===== src/rtl/demux_pkg.sv =====
// Shared types and helpers for the 1-to-N stream demultiplexer.
package demux_pkg;

  // Channel index type, wide enough for up to 256 channels.
  // Per-instance selects are zero-extended into it.
  localparam int unsigned CH_IDX_W = 8;
  typedef logic [CH_IDX_W-1:0] ch_idx_t;

  // Saturation value for the drop counter; sliced down to the counter width where used.
  localparam logic [63:0] DROP_SAT = '1;

  // A select is legal only when it names an existing channel.
  function automatic logic is_legal_sel(input ch_idx_t sel, input int unsigned num_ch);
    return 32'(sel) < num_ch;
  endfunction

endpackage


===== src/rtl/demux_out_slice.sv =====
// One-entry output register slice with a valid/ready handshake on the consumer side.
module demux_out_slice #(
  parameter int unsigned WIDTH = 8
) (
  input  logic             clk,
  input  logic             rst_n,
  input  logic             load,
  input  logic [WIDTH-1:0] data_in,
  input  logic             ready,
  output logic             valid,
  output logic [WIDTH-1:0] data
);

  logic             r_valid;
  logic [WIDTH-1:0] r_data;

  // Load wins over pop; data changes only on load, so it stays stable under backpressure.
  always_ff @(posedge clk) begin
    if (!rst_n) begin
      r_valid <= 1'b0;
      r_data  <= '0;
    end else if (load) begin
      r_valid <= 1'b1;
      r_data  <= data_in;
    end else if (r_valid && ready) begin
      r_valid <= 1'b0;
    end
  end

  assign valid = r_valid;
  assign data  = r_data;

endmodule


===== src/rtl/demux_stream_1ton.sv =====
// Registered 1-to-NUM_CH stream demultiplexer with unicast, broadcast and
// illegal-select drop counting.
module demux_stream_1ton
  import demux_pkg::*;
#(
  parameter int unsigned WIDTH  = 8,
  parameter int unsigned NUM_CH = 4,
  parameter int unsigned SEL_W  = $clog2(NUM_CH),
  parameter int unsigned CNT_W  = 16
) (
  input  logic                    clk,
  input  logic                    rst_n,
  input  logic                    s_valid,
  output logic                    s_ready,
  input  logic [WIDTH-1:0]        s_data,
  input  logic [SEL_W-1:0]        s_sel,
  input  logic                    s_bcast,
  output logic [NUM_CH-1:0]       m_valid,
  input  logic [NUM_CH-1:0]       m_ready,
  output logic [NUM_CH*WIDTH-1:0] m_data,
  output logic [CNT_W-1:0]        drop_cnt
);

  // Every select code gets an entry so the variable index never runs off the end.
  localparam int unsigned NUM_PAD = 1 << SEL_W;

  logic [NUM_CH-1:0]  w_can_acc;
  logic [NUM_PAD-1:0] w_can_acc_pad;
  logic [NUM_CH-1:0]  w_load;
  logic               w_sel_legal;
  logic               w_accept;
  logic               w_drop;
  logic [CNT_W-1:0]   r_drop_cnt;

  // A channel can take a beat when empty or when its current beat leaves this cycle.
  assign w_can_acc     = ~m_valid | m_ready;
  assign w_can_acc_pad = NUM_PAD'(w_can_acc);
  assign w_sel_legal   = is_legal_sel(ch_idx_t'(s_sel), NUM_CH);

  // Broadcast needs every channel free, unicast only its target; illegal selects are always taken.
  always_comb begin
    s_ready = 1'b0;
    if (rst_n) begin
      if (s_bcast) begin
        s_ready = &w_can_acc;
      end else if (w_sel_legal) begin
        s_ready = w_can_acc_pad[s_sel];
      end else begin
        s_ready = 1'b1;
      end
    end
  end

  assign w_accept = s_valid & s_ready;
  assign w_drop   = w_accept & ~s_bcast & ~w_sel_legal;

  for (genvar i = 0; i < NUM_CH; i++) begin : g_ch
    assign w_load[i] = w_accept & (s_bcast | (s_sel == SEL_W'(i)));

    demux_out_slice #(
      .WIDTH(WIDTH)
    ) u_slice (
      .clk    (clk),
      .rst_n  (rst_n),
      .load   (w_load[i]),
      .data_in(s_data),
      .ready  (m_ready[i]),
      .valid  (m_valid[i]),
      .data   (m_data[i*WIDTH +: WIDTH])
    );
  end

  // Count beats consumed for a non-existent channel, holding at all-ones.
  always_ff @(posedge clk) begin
    if (!rst_n) begin
      r_drop_cnt <= '0;
    end else if (w_drop && (r_drop_cnt != DROP_SAT[CNT_W-1:0])) begin
      r_drop_cnt <= r_drop_cnt + CNT_W'(1);
    end
  end

  assign drop_cnt = r_drop_cnt;

endmodule


===== config.mk =====
export PLATFORM = sky130hd
export DESIGN_NAME = demux_stream_1ton
export DESIGN_NICKNAME = d
export VERILOG_FILES = /design/src/rtl/demux_pkg.sv /design/src/rtl/demux_out_slice.sv /design/src/rtl/demux_stream_1ton.sv
export SDC_FILE = /design/constraint.sdc
export NUM_CORES = 1
export LEC_CHECK = 0
export ABC_AREA = 1
export ABC_CLOCK_PERIOD_IN_PS = 1100
export CORE_ASPECT_RATIO = 1.1
export CORE_UTILIZATION = 41
export DETAILED_ROUTE_END_ITERATION = 12
export PLACE_DENSITY = 0.76
export SLEW_MARGIN = 25
export SYNTH_ARGS = -nofsm -noshare
export SYNTH_HDL_FRONTEND = slang
export SYNTH_SLANG_ARGS = --single-unit

===== constraint.sdc =====
create_clock -name clk -period 1.1 [get_ports clk]
set_input_delay 0.165 -clock clk [delete_from_list [all_inputs] [get_ports clk]]
set_output_delay 0.165 -clock clk [all_outputs]
set_load 0.1 [all_outputs]

### Met1 routing, run 1

Cells faint in the background.
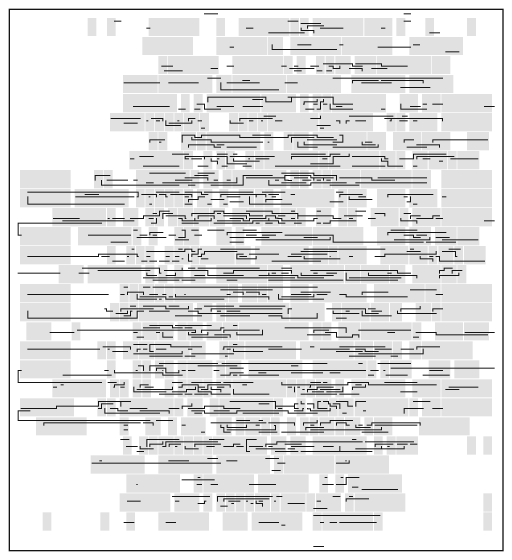
main direction: horizontal
share of all routed wire: 36%
wire length on this layer: 2440 microns
nets with wire on the layer: 351
longest straight run: 23.5 microns
met1 GRT Util: 0.254
Total Wirelength: 6690 microns
vias: 2264

### Met2 routing, run 1

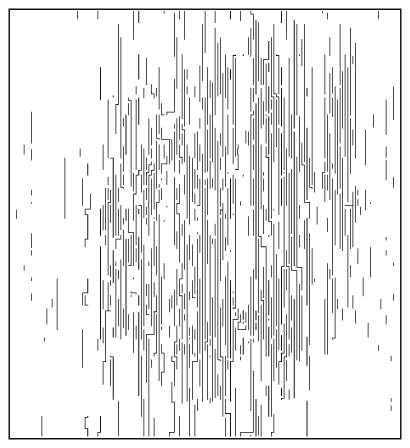
main direction: vertical
nets with wire on the layer: 354
wire length on this layer: 3510 microns
share of all routed wire: 52%
GR Layer Usage met2: 0.414

### Signal wires on met4, run 1

Cells faint in the background.
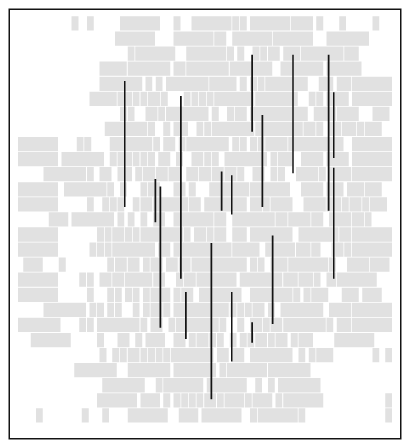
main direction: vertical
share of all routed wire: 4.2%
wire length on this layer: 279 microns

==> job_summary.md, run 1 <==
## PnR job results

| Metric | Value |
|---|---|
| Outcome | `finished with violations` |
| Failing checks | `negative setup slack` |
| Maxcap violations | `0` |
| Adder share | `0` |
| Fin worst setup slack | `-0.353 ns` |
| Clk power | `0.956 mW` |
| Critical Path End | `s_ready` |
| Overall power | `4.56 mW` |
| XOR/XNOR Area Share | `0` |
| Mapped Cells | `312` |
| Die H | `77.2 microns` |
| Comb/total area | `0.304` |
| End of the worst register-to-register path | `g_ch[1].u_slice.data[3]` |
| DP Wirelength | `3580 microns` |
| GPL Wtd Cong | `0.779` |
| Top Usage Layer GRT | `met2` |
| Sequential share of cell area | `0.211` |
| Hold slack final | `0.331 ns` |
| Dominant cell type by area after synthesis | `dfxtp_1` |
| Pre-antenna DRT Iters | `6` |
| Number of logic gates | `180` |
| Worst EP arrival | `1.29 ns` |
| # setup viols final | `37` |
| Pin count of the biggest net entering global routing | `20` |
| CTS clk-pin slew, worst paths | `0.07 ns` |
| Ys cells | `312` |
| Dpl cell area | `3190 sq um` |
| P_seq | `1.51 mW` |
| Routed met3 length | `461 microns` |
## Run 2: what changed since run 1
--- a/config.mk
+++ b/config.mk
@@ -10,6 +10,7 @@
 export CORE_ASPECT_RATIO = 1.1
 export CORE_UTILIZATION = 41
 export DETAILED_ROUTE_END_ITERATION = 12
+export GPL_ROUTABILITY_DRIVEN = 0
 export PLACE_DENSITY = 0.76
 export SLEW_MARGIN = 25
 export SYNTH_ARGS = -nofsm -noshare
### Met1 routing, run 2

Cells faint in the background.
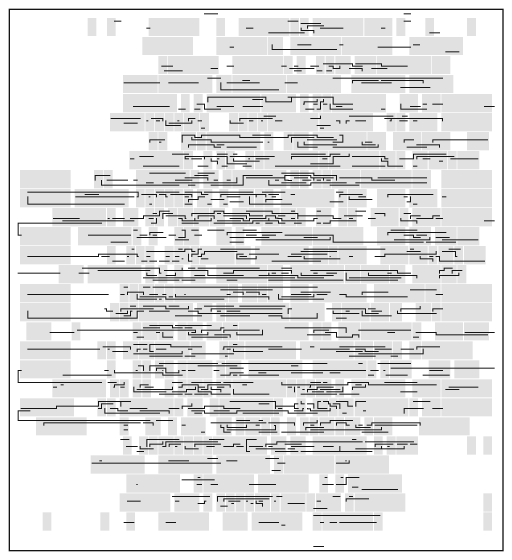
nets with wire on the layer: 351
wire length on this layer: 2440 microns

### Signal wires on met4, run 2

Cells faint in the background.
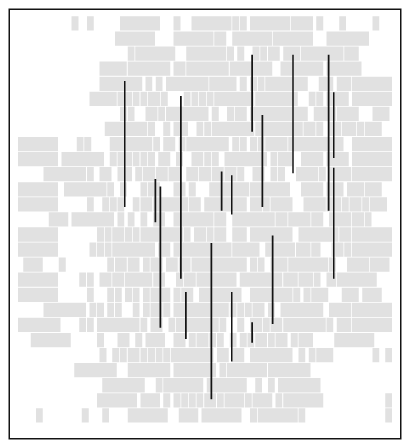
main direction: vertical
wire length on this layer: 279 microns
share of all routed wire: 4.2%
nets with wire on the layer: 16
longest straight run: 32.6 microns

==> run 2 against run 1 <==
Wire length unchanged. The flow still finishes with violations (negative setup slack). Die area unchanged. Critical path depth unchanged. Largest power group unchanged. Largest cell class unchanged. Sequential share of layout area unchanged.
==> job_summary.md, run 2 <==
## PnR job results

| Metric | Value |
|---|---|
| Outcome | `finished with violations` |
| Failing checks | `negative setup slack` |
| Mapped Cells | `312` |
| Dominant cell type by area after synthesis | `dfxtp_1` |
| Top Usage Layer GRT | `met2` |
| Sequential share of cell area | `0.211` |
| Fin worst setup slack | `-0.353 ns` |
| Share of layout cells above drive strength 1 | `0.460` |
| Clk power | `0.956 mW` |
| Total Wirelength | `6690 microns` |
| Ys cells | `312` |
| Dpl cell area | `3190 sq um` |
| FF+latch area | `766 sq um` |
| DP Wirelength | `3580 microns` |
| Vias | `2264` |
| Number of logic gates | `180` |
| Buffers plus inverters on the worst setup path | `3` |
| Met1 GRT Util | `0.254` |
| Overall power | `4.56 mW` |
| Routed met3 length | `461 microns` |
| P_seq | `1.51 mW` |
| Comb/total area | `0.304` |
| Pre-antenna DRT Iters | `6` |
| CTS clk-pin slew, worst paths | `0.07 ns` |
| # setup viols final | `37` |
| Hold slack final | `0.331 ns` |
Power is estimated from default activity; no workload was simulated.
